Design ps2_device, sky130hd; sources not shown.
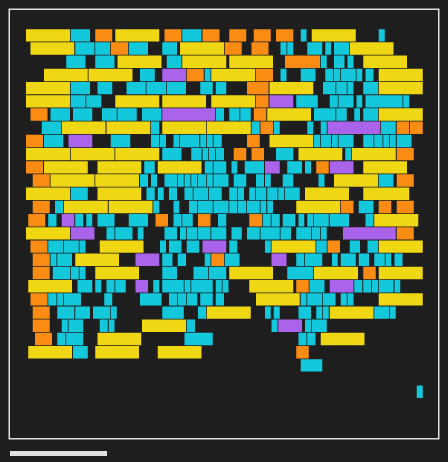
**Above:** placed cells, one color a class.
The bar under the picture is 20 um long.
Key: cyan = combinational and other logic [cells 262, share of their area 42%]; purple = clock drivers and dummy loads [cells 16, share of their area 5.9%]; yellow = flops [cells 69, share of their area 41%]; orange = other buffers and delay cells [cells 49, share of their area 11%]
final instance area: 4264 sq um
Rows: 29
Seq area share: 40.52%

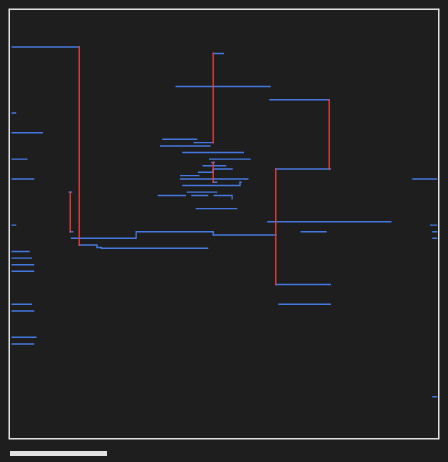
**Above:** metal layers overlaid.
The bar under the picture is 20 um long. Only two layers are drawn.
Key: red = metal 4 [wire length 110 um]; blue = metal 3 [wire length 351 um]
DR vias: 2628
WL per Instance: 14.90 um

==> reports/qor.csv <==
metric,value,unit
outcome,"finished, final reports clean",
power_leakage,1.903,nW
routed_wl,7047,um
synthArstFlopShare,100.0,%
top_cells_by_count,"dfrtp_1 (69), nor2_1 (40), nand2_1 (29)",
cts_hold_buf,0,
synth_warnings,0,
cp-start-kind,flop,
drt_pre_antenna_iters,4,
setup_ws,114.5,ps
grt_pass1_vias,2556,
grt_usage,19.89,%
clkSinkCount,69,
cts_buffer_depth,2,
fin_worst_skew,6.084,ps
dp_hpwl,4789,um
initCoreUtil,54.38,%
r2r_setup_slack,110,ps
p_per_area,792.5,nW/um^2
drv_cap,0,
finalCritPeriodShare,95.42,%
die_height,88.19,um
drtIter0Drc,160,
r2r.worst_path.cells,6,
largest_reg_flops,12,
io_buffers,29,
edf_count,0,
dp_slack,98.69,ps
slew_headroom,66.05,%
crit_type,reg -> reg,
hp-class,reg -> reg,
fill_cells,488,
worstHoldPathCells,0,
gp_congestion,0.8944,
yosysTopAreaCell,dfrtp_1,
warnings,32,
tritoncts,built,
syn_inst,343,
required,2790,ps
setup_viol,0,
htreeDepth,3,
syn_area,3512,sq um
rsz0062_at_grt,false,
fin_tns_setup,0,ps
antenna_cells,0,
antenna_found_initial,0,
avgSynthCellArea,10.24,sq um
die_w,88.19,um
drive_above_1_share,17.68,%
cts_made_buffers,9,
chipArea,7777,sq um
drt_drc_violations_left,0,
synth_top_cell_by_count,dfrtp_1,
vdd_drop_max,0.5541,mV
ys_cells,343,
critical_path.max_fanout,4,
area_growth,21.41,%
nNetsFinal,412,
crit_arrival,2680,ps
grt_pass1_wl,12010,um
fmax,0.4192,GHz
finalHoldViolations,0,
yosysChipArea,3512,sq um
fin_crit,2385,ps
ant_nets,0,
end_kind,flop,
slew_violations,0,
top_cells_by_area,"dfrtp_1 (49%), mux2_2 (6.7%), xnor2_1 (4.7%)",
clk_pin_slew,80,ps
clock_latency,350,ps
top_cell_area_share,49.16,%
synth_seq_share,49.16,%
worst_slew_pin_slew,504.6,ps
synth.distinct_cells,51,
clockRootBuffer,clkbuf_8,
ys_seq_elements,69,
pin_count,32,
grt_max_degree,70,
synth-main-ff-cell,dfrtp_1,
core,6459,sq um
grt_overflow,0,
routed_via_density,5.556,
==> worst max-delay path: stages, from the launching register on <==
cell	delay [ps]
dfrtp_1	400
or3b_4	410
o41a_1	450
o22ai_1	150
or3b_1	370
or4b_1	470
nand2_1	80
==> power breakdown <==
group          internal [W]  total, W  switching (W)
Combinational      0.000417  0.000913       0.000496
Sequential          0.00124   0.00136       0.000121
Clock              0.000667   0.00111       0.000441
==> cell usage in the layout, fill, tap and decap left out, drive strengths merged, types with 11 or more instances in the layout <==
| cell type | count |
|---|---|
| dfrtp | 69 |
| a21oi | 11 |
| xor2 | 14 |
| o21ai | 17 |
| nand3 | 16 |
| inv | 12 |
| mux2 | 21 |
| clkdlybuf4s50 | 28 |
| xnor2 | 19 |
| buf | 20 |
| nor2 | 40 |
| nand2 | 29 |
==> final cells by class <==
cell class                      instances  area (sq um)  area share, %
Timing Repair Buffer                   49         455.4          10.68
Clock inverter                          7         122.6          2.876
Clock buffer                            9         123.9          2.905
Tap cell                               77         96.34          2.259
Inverter                               11         41.29         0.9683
Sequential cell                        69          1728          40.52
Multi-Input combinational cell        251          1697          39.79
==> through the flow <==
step / area (sq um) / total power, W / cells / hold slack (ps) / util (%)
after floorplan: 3516 / 0.001977 / 344 / 331.2 / -
after global placement: 3954 / 0.002220 / 453 / 332.4 / 61.22
after detailed placement: 3954 / 0.002261 / 453 / 337.8 / 61.22
after CTS: 4214 / 0.003378 / 470 / 356.4 / 65.25
after global routing: 4264 / 0.003583 / 473 / 358.2 / 66.02
final: 4264 / 0.003379 / 473 / 353.5 / 66.02
==> kinds of logic after synthesis <==
kind of cell,share of synthesized area [%]
simple gates,18.53
flops,49.16
compound gates,8.337
xor+xnor,8.230
mux,9.298
buf+inv,3.491
fa+ha+maj,2.850
other cells,0.1068
==> layer usage <==
layer | track usage (%) | vias to the layer above | wire, um
met5 | 0 | - | 0
met4 | 7.418 | 0 | 109
met3 | 5.550 | 13 | 351
met2 | 30.32 | 69 | 3349
met1 | 27.14 | 1262 | 3236
li1 | - | 1284 | -
==> timing repair <==
item                                    CTS  global route
endpoints found under the setup margin    1             5
buffers inserted                          1             3
gates resized                             1             8
pin swaps                                 1             1
Power and IR drop assume default switching activity.
